## src/rtl/pc_pkg.sv

```systemverilog
// pc_pkg: shared address geometry and reset value for the program counter.
package pc_pkg;
    localparam int ADDR_W = 8;
    localparam int LSB_W = 2;
    localparam int MSB_W = ADDR_W - LSB_W;
    localparam logic [ADDR_W-1:0] RESET_ADDR = 8'h00;
endpackage

```

## src/rtl/pc_next_addr.sv

```systemverilog
// pc_next_addr: priority mux producing the next {msb, lsb} address.
module pc_next_addr #(
    parameter int ADDR_W = pc_pkg::ADDR_W,
    parameter int LSB_W = pc_pkg::LSB_W
) (
    input  logic [ADDR_W-1:0]        addr,
    input  logic                     jump,
    input  logic [ADDR_W-LSB_W-1:0]  jump_destination,
    input  logic                     branch,
    input  logic [ADDR_W-LSB_W-1:0]  branch_offset,
    input  logic                     update_msbs,
    input  logic                     update_lsbs,
    output logic [ADDR_W-1:0]        next_addr
);
    localparam int MSB_W = ADDR_W - LSB_W;
    localparam logic [MSB_W-1:0] MSB_ONE = 1;
    localparam logic [LSB_W-1:0] LSB_ONE = 1;
    localparam logic [LSB_W-1:0] LSB_ZERO = '0;
    logic [MSB_W-1:0] msb;
    logic [LSB_W-1:0] lsb;
    assign msb = addr[ADDR_W-1:LSB_W];
    assign lsb = addr[LSB_W-1:0];
    // Two's-complement offset: plain modular add equals sign-extended add.
    always_comb begin
        next_addr = jump        ? {jump_destination, LSB_ZERO} :
                    branch      ? {msb + branch_offset, LSB_ZERO} :
                    update_msbs ? {msb + MSB_ONE, LSB_ZERO} :
                    update_lsbs ? {msb, lsb + LSB_ONE} :
                                  addr;
    end
endmodule

```

## src/rtl/program_counter_core.sv

```systemverilog
// program_counter_core: registered program counter with async reset.
module program_counter_core #(
    parameter int ADDR_W = pc_pkg::ADDR_W,
    parameter int LSB_W = pc_pkg::LSB_W
) (
    input  logic                     clk,
    input  logic                     rst,
    input  logic                     update_msbs,
    input  logic                     update_lsbs,
    input  logic                     jump,
    input  logic [ADDR_W-LSB_W-1:0]  jump_destination,
    input  logic                     branch,
    input  logic [ADDR_W-LSB_W-1:0]  branch_offset,
    output logic [ADDR_W-1:0]        mem_addr
);
    import pc_pkg::*;
    logic [ADDR_W-1:0] next_addr;
    pc_next_addr #(.ADDR_W(ADDR_W), .LSB_W(LSB_W)) u_next (
        .addr(mem_addr),
        .jump(jump),
        .jump_destination(jump_destination),
        .branch(branch),
        .branch_offset(branch_offset),
        .update_msbs(update_msbs),
        .update_lsbs(update_lsbs),
        .next_addr(next_addr)
    );
    always_ff @(posedge clk or posedge rst) begin
        if (rst) mem_addr <= ADDR_W'(RESET_ADDR);
        else mem_addr <= next_addr;
    end
endmodule

```

## config.mk

```make
export PLATFORM = sky130hd
export DESIGN_NAME = program_counter_core
export DESIGN_NICKNAME = d
export VERILOG_FILES = /design/src/rtl/pc_pkg.sv /design/src/rtl/pc_next_addr.sv /design/src/rtl/program_counter_core.sv
export SDC_FILE = /design/constraint.sdc
export NUM_CORES = 1
export LEC_CHECK = 0
export CAP_MARGIN = 20
export CORE_MARGIN = 1
export CORE_UTILIZATION = 44
export CTS_BUF_LIST = sky130_fd_sc_hd__clkbuf_8
export CTS_CLUSTER_DIAMETER = 60
export DETAILED_ROUTE_END_ITERATION = 16
export PLACE_DENSITY_LB_ADDON = 0.15
export SYNTH_ARGS = -nofsm -noshare
export SYNTH_HDL_FRONTEND = slang
export SYNTH_SLANG_ARGS = --single-unit
```

## constraint.sdc

```tcl
create_clock -name clk -period 2 [get_ports clk]
set_input_delay 0.3 -clock clk [delete_from_list [all_inputs] [get_ports clk]]
set_output_delay 0.3 -clock clk [all_outputs]
set_load 0.1 [all_outputs]
```

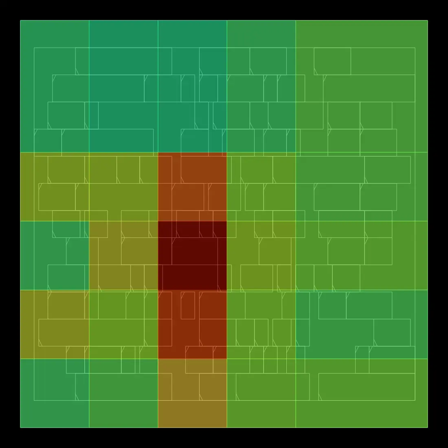
**Above:** run 1 (track usage over the die).
GRT met2 Usage: 35.55%
global routing usage on met1: 27.15%

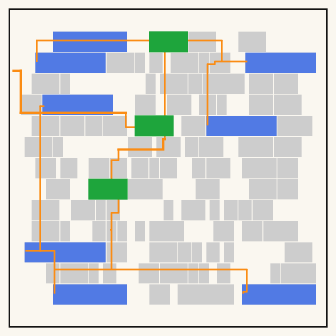
**Above:** run 1 (clock network drawn from the DEF).
legend:
  orange:
    item: clock wires
    length: 163 um
  green:
    item: clock-net drivers
    count: 3
  blue:
    item: flip-flops
    count: 8
flops lie: spread over the die

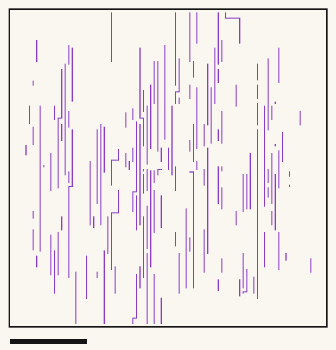
**Above:** run 1 (met2 routing).
Bar = 10 um.
longest straight run: 21.8 um
main direction: vertical
wire length on this layer: 685 um
share of all routed wire: 46%
nets with wire on the layer: 106

==> results.txt, run 1 <==
Update from the flow run.

In this run, placement finished with an instance count of 115. During I/O placement, the number of pins put on the boundary was 26. The library cell appearing most often on the critical path is sky130_fd_sc_hd__inv_1. The number of different library cells used by synthesis comes to 25. Listed in order, past its start point the critical path passes clkdlybuf4s50_1 -> ha_1 -> inv_1 -> fa_1 -> inv_1 -> a21o_2 -> a21oi_1 -> xor2_1 -> a221oi_1. The die extent in y is 40.82 um.

The effective utilization at floorplan is 49.12%. The worst setup path is of the input pin to flip-flop kind. In this run the critical register-to-register path is launched from mem_addr[2]. The launch point of the critical path was reported as branch_offset[0].

Looking at area per cell type in the netlist, the leader is sky130_fd_sc_hd__dfrtp_1. Using the TritonRoute via totals, the vias-per-cell ratio works out to 5.176. The critical path required time is 2.12 ns. At the end of routability-driven placement, the weighted congestion stood at 0.7396.

The most frequently used flop master after synthesis is sky130_fd_sc_hd__dfrtp_1. The run finished with clean final reports. The capture point of the worst register-to-register path is recorded as mem_addr[6]. For this design the ratio of total power to cell area is 842.2 nW/um^2. The number of synthesized flops with an enable pin is 0. The timing report notes that buffer and inverter cells on the critical path total 3. Among cell families on the critical path, the largest total delay comes from buffers and inverters. Per the post-synthesis report, the nets total 101. The setup slack on the worst flop-to-flop path is 0.16 ns. The proportion of synthesized chip area in sequential cells is 30.19%. The clock latency of the later-clocked register in the worst-skew pair is 0.23 ns. Note that the worst hold path type here is input pin to asynchronous set/reset pin. In the routed design, unresolved DRC markers number 0. Looking at the clock tree report, the root buffer type is sky130_fd_sc_hd__clkbuf_8. Entering global routing, the biggest net connects 16 pins. The summed standard-cell area reported by yosys is 663.1 sq um. In the Yosys report the total cell count is 76. Yosys instantiated no cell more often than sky130_fd_sc_hd__nand2_1.

Per the repair_timing log after CTS, setup buffers inserted total 0.
[run 1: worst register-to-register path, stage by stage, from the launching register on]
cell and delay, ns:
sky130_fd_sc_hd__dfrtp_4 0.50, sky130_fd_sc_hd__ha_1 0.21, sky130_fd_sc_hd__inv_1 0.07, sky130_fd_sc_hd__fa_1 0.20, sky130_fd_sc_hd__inv_1 0.05, sky130_fd_sc_hd__a21o_2 0.20, sky130_fd_sc_hd__a21oi_1 0.16, sky130_fd_sc_hd__xor2_1 0.08
sky130_fd_sc_hd__a221oi_1 0.26
[run 1: kinds of logic (layout without fill, tap and decap cells)]
family	after synthesis	count (layout)	share of synthesized area, %
XOR/XNOR	12	12	15.85
adder cells (fa/ha/maj)	7	7	14.34
AND/OR/NAND/NOR	19	19	13.40
AND-OR/OR-AND	19	19	19.81
flip-flops	8	8	30.19
buffers and inverters	11	39	6.415
[run 1: how the worst max path moves through the flow]
stage | end | slack, ns | depth (start not counted)
final | mem_addr[6] | 0.11 | 9
after floorplan | mem_addr[6] | -0.03 | 8
after CTS | mem_addr[6] | 0.10 | 9
after global routing | mem_addr[6] | 0.05 | 9
after detailed placement | mem_addr[6] | -0.13 | 9
after global placement | mem_addr[6] | -0.09 | 9
[run 1: through the flow]
step	total power [W]	setup WS, ns
2_1_floorplan	0.0005052	-0.02672
5_1_grt	0.0008647	0.04625
6_report	0.0008146	0.1104
4_1_cts	0.0008248	0.1035
3_3_place_gp	0.0006049	-0.09405
3_5_place_dp	0.0006100	-0.1333
[run 1: cell type report]
type | instances | area [sq um]
Clock buffer | 3 | 41.29
Multi-Input combinational cell | 57 | 420.4
Timing Repair Buffer | 27 | 245.2
Inverter | 8 | 30.03
Fill cell | 114 | 382.9
Tap cell | 15 | 18.77
Clock inverter | 1 | 3.754
Sequential cell | 8 | 207.7
[run 1: layer usage]
| metal | share of wire [%] | vias up |
|---|---|---|
| met5 | 0 | - |
| met4 | 0.33 | 0 |
| met3 | 5.7 | 2 |
| met2 | 46 | 20 |
| met1 | 48 | 275 |
| li1 | - | 319 |
[run 1: cell usage in the layout, fill, tap and decap left out, drive strengths merged]
| cell type | Yosys | routed |
|---|---|---|
| a211oi | 2 | 2 |
| a21o | 2 | 2 |
| a21oi | 5 | 5 |
| a221oi | 2 | 2 |
| and3 | 1 | 1 |
| buf | 1 | 10 |
| clkbuf | 2 | 3 |
| clkdlybuf4s50 | 0 | 17 |
| dfrtp | 8 | 8 |
| fa | 1 | 1 |
| ha | 6 | 6 |
| inv | 8 | 9 |
| nand2 | 9 | 9 |
| nand4 | 2 | 2 |
| nor2 | 2 | 2 |
| nor2b | 1 | 1 |
| nor3 | 2 | 2 |
| nor4 | 2 | 2 |
| o21ai | 7 | 7 |
| o21bai | 1 | 1 |
| xnor2 | 8 | 8 |
| xor2 | 4 | 4 |
[run 1: report_power, final]
| part | switching (W) | total (W) | internal [W] |
|---|---|---|---|
| sequential | 0.0000296 | 0.000214 | 0.000185 |
| clock | 0.0000721 | 0.000206 | 0.000134 |
| combinational | 0.000251 | 0.000394 | 0.000144 |
==> run 1 -> run 2 <==
==> constraint.sdc (replaced) <==
create_clock -name clk -period 2 [get_ports clk]
set_input_delay 0.4 -clock clk [delete_from_list [all_inputs] [get_ports clk]]
set_output_delay 0.4 -clock clk [all_outputs]
set_load 0.1 [all_outputs]
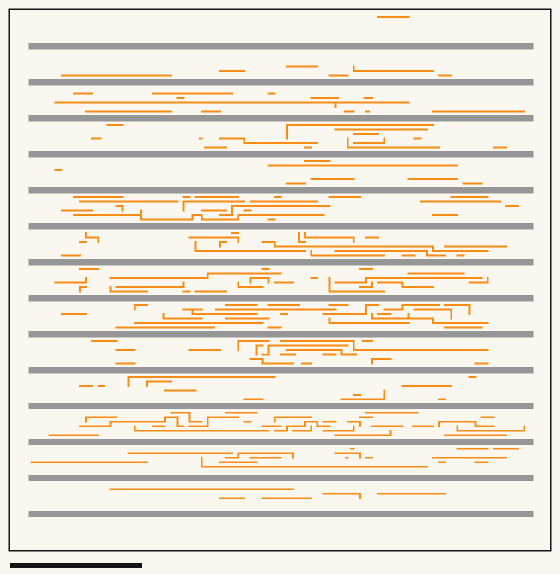
**Above:** run 2 (signal wires on met1).
Bar = 10 um. Supply wires on this layer in grey.
main direction: horizontal
nets with wire on the layer: 106

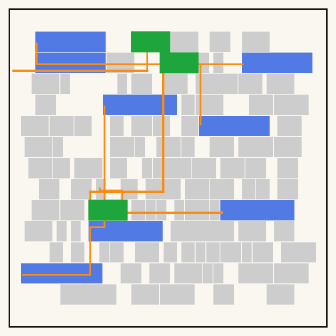
**Above:** run 2 (clock network drawn from the DEF).
legend:
  orange:
    item: clock wires
    length: 145 um
  green:
    item: clock-net drivers
    count: 3
  blue:
    item: flip-flops
    count: 8
routed clock nets: 4

==> run 2 against run 1 <==
Net effect: synthesized cell count did not move; clock-buffer cell count did not move; combinational power rose by 5.6%; register-to-register slack improved by 0.05 ns; clock skew fell by 0.0023 ns; cell area rose by 4.3%; sequential power barely moved; worst setup slack improved by 0.016 ns; total power rose by 2.7%; non-clock buffer count rose by 3; critical endpoint unchanged.
==> results.txt, run 2 <==
Update from the flow run.

The flow ran to the end, and the final reports show no timing, DRC or antenna violations. The effective utilization at floorplan is 49.12% (unchanged). The most used logic cell in the final layout is sky130_fd_sc_hd__clkdlybuf4s50_1. The largest total area in the synthesized netlist belongs to sky130_fd_sc_hd__dfrtp_1. In the final layout, the registers with the most flip-flops are mem_addr (8). The critical path required time is 2.13 ns (about the same). The number of ports placed on the die boundary is 26 (unchanged). The die extent in y is 40.82 um (unchanged). The clock latency of the later-clocked register in the worst-skew pair is 0.23 ns (about the same). The proportion of synthesized chip area in sequential cells is 30.19% (unchanged).

The top cell types in the final layout, fill and taps aside, are sky130_fd_sc_hd__clkdlybuf4s50_1 (17), sky130_fd_sc_hd__buf_4 (12), sky130_fd_sc_hd__nand2_1 (9), sky130_fd_sc_hd__inv_1 (9), sky130_fd_sc_hd__xnor2_1 (8). The largest net degree at the start of global routing is 14 (-2). The most frequently used flop master after synthesis is sky130_fd_sc_hd__dfrtp_1. The net count after synthesis came to 101 (unchanged).

The summed standard-cell area reported by yosys is 663.1 sq um (unchanged). The endpoint of the lowest-slack register-to-register path is mem_addr[6]. The post-CTS setup-driven buffer insertion count came to 0 (unchanged). The total power after layout is 0.0008364 W (+2.7%). The number of cells in Yosys stat is 76 (unchanged). In the post-synthesis netlist, the cell with the most instances is sky130_fd_sc_hd__nand2_1. The placed instance count is 118 (+2.6%). The number of synthesized flops with an enable pin is 0 (unchanged). The count of cell types in the netlist is 25 (unchanged). The routability-driven placement congestion ratio was 0.7548 (+2.1%). The worst register-to-register path begins at mem_addr[2].

The type of the most critical hold path is input pin to asynchronous set/reset pin. The total DRC errors in the routed layout is 0 (unchanged).
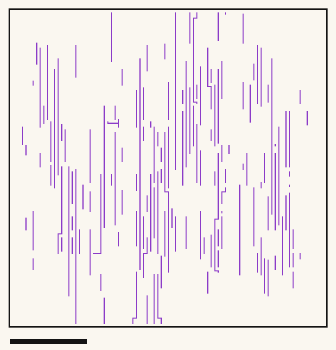
**Above:** run 2 (met2 routing).
Bar = 10 um.
share of all routed wire: 49%
longest straight run: 27.2 um

-- run 2: cell count changes in the layout (fill, tap and decap cells not counted) --
cell / before / now
sky130_fd_sc_hd__buf_4: 10 / 12
sky130_fd_sc_hd__a21oi_2: 1 / 2
sky130_fd_sc_hd__fa_1: 1 / 0
sky130_fd_sc_hd__fa_2: 0 / 1
sky130_fd_sc_hd__buf_12: 0 / 1
sky130_fd_sc_hd__a21oi_1: 4 / 3
-- run 2: stage by stage --
stage	setup WS, ns	utilization, %
after floorplan	-0.02672	-
after global placement	-0.1914	70.90
after detailed placement	-0.2123	70.90
after CTS	0.02060	74.24
after global routing	0.01137	74.70
final	0.1259	74.70
-- run 2: logic make-up after synthesis --
group	share of synthesized area, %
xor gates and xnor gates	15.85
and+or+nand+nor	13.40
AOI/OAI and AO/OA	19.81
adders and majority gates	14.34
buffers and inverters	6.415
DFF	30.19
-- run 2: worst max path at each step --
stage                  endpoint  slack [ns]  depth (start not counted)
finish              mem_addr[6]        0.13                          9
global placement    mem_addr[6]       -0.19                          9
detailed placement  mem_addr[6]       -0.21                          9
CTS                 mem_addr[6]        0.02                          9
global route        mem_addr[6]        0.01                          9
floorplan           mem_addr[6]       -0.03                          8
-- run 2: metal layers --
layer	global-route usage (%)	wire [um]	share of wire, %	vias up
li1	-	-	-	324
met1	26.82	680	44	306
met2	39.06	758	49	18
met3	4.891	91	5.9	2
met4	5.000	19	1.2	0
met5	0	0	0	-
-- run 2: where the power goes --
part / internal [W] / switching (W) / leakage (nW) / total [W]
sequential: 0.000185 / 0.0000316 / 0.0932 / 0.000217
clock: 0.000134 / 0.0000707 / 0.0269 / 0.000204
combinational: 0.000161 / 0.000254 / 0.334 / 0.000416
total: 0.000480 / 0.000357 / 0.454 / 0.000836
-- run 2: repair_timing --
action / in CTS / in global routing
gates resized: 0 / 2
hold buffers: 0 / 0
endpoints found under the setup margin: 0 / 1
-- run 2: area by class of cell --
type                       instances  area [sq um]
timing repair buffer              30         280.3
fill                             116         341.6
clock buffer                       3         41.29
sequential                         8         207.7
clock inverter                     1         3.754
inverter                           8         30.03
tap                               15         18.77
multi-input combinational         57         426.7
-- run 2: worst max-delay path: stages --
cell                              delay (ns)
sky130_fd_sc_hd__clkdlybuf4s50_1        0.46
sky130_fd_sc_hd__ha_1                   0.16
sky130_fd_sc_hd__inv_1                  0.05
sky130_fd_sc_hd__fa_2                   0.34
sky130_fd_sc_hd__inv_1                  0.06
sky130_fd_sc_hd__a21o_2                 0.12
sky130_fd_sc_hd__a21oi_2                0.05
sky130_fd_sc_hd__xor2_1                 0.13
sky130_fd_sc_hd__a221oi_1               0.22
Power figures rest on the tool's default switching activity, not on a simulated workload.
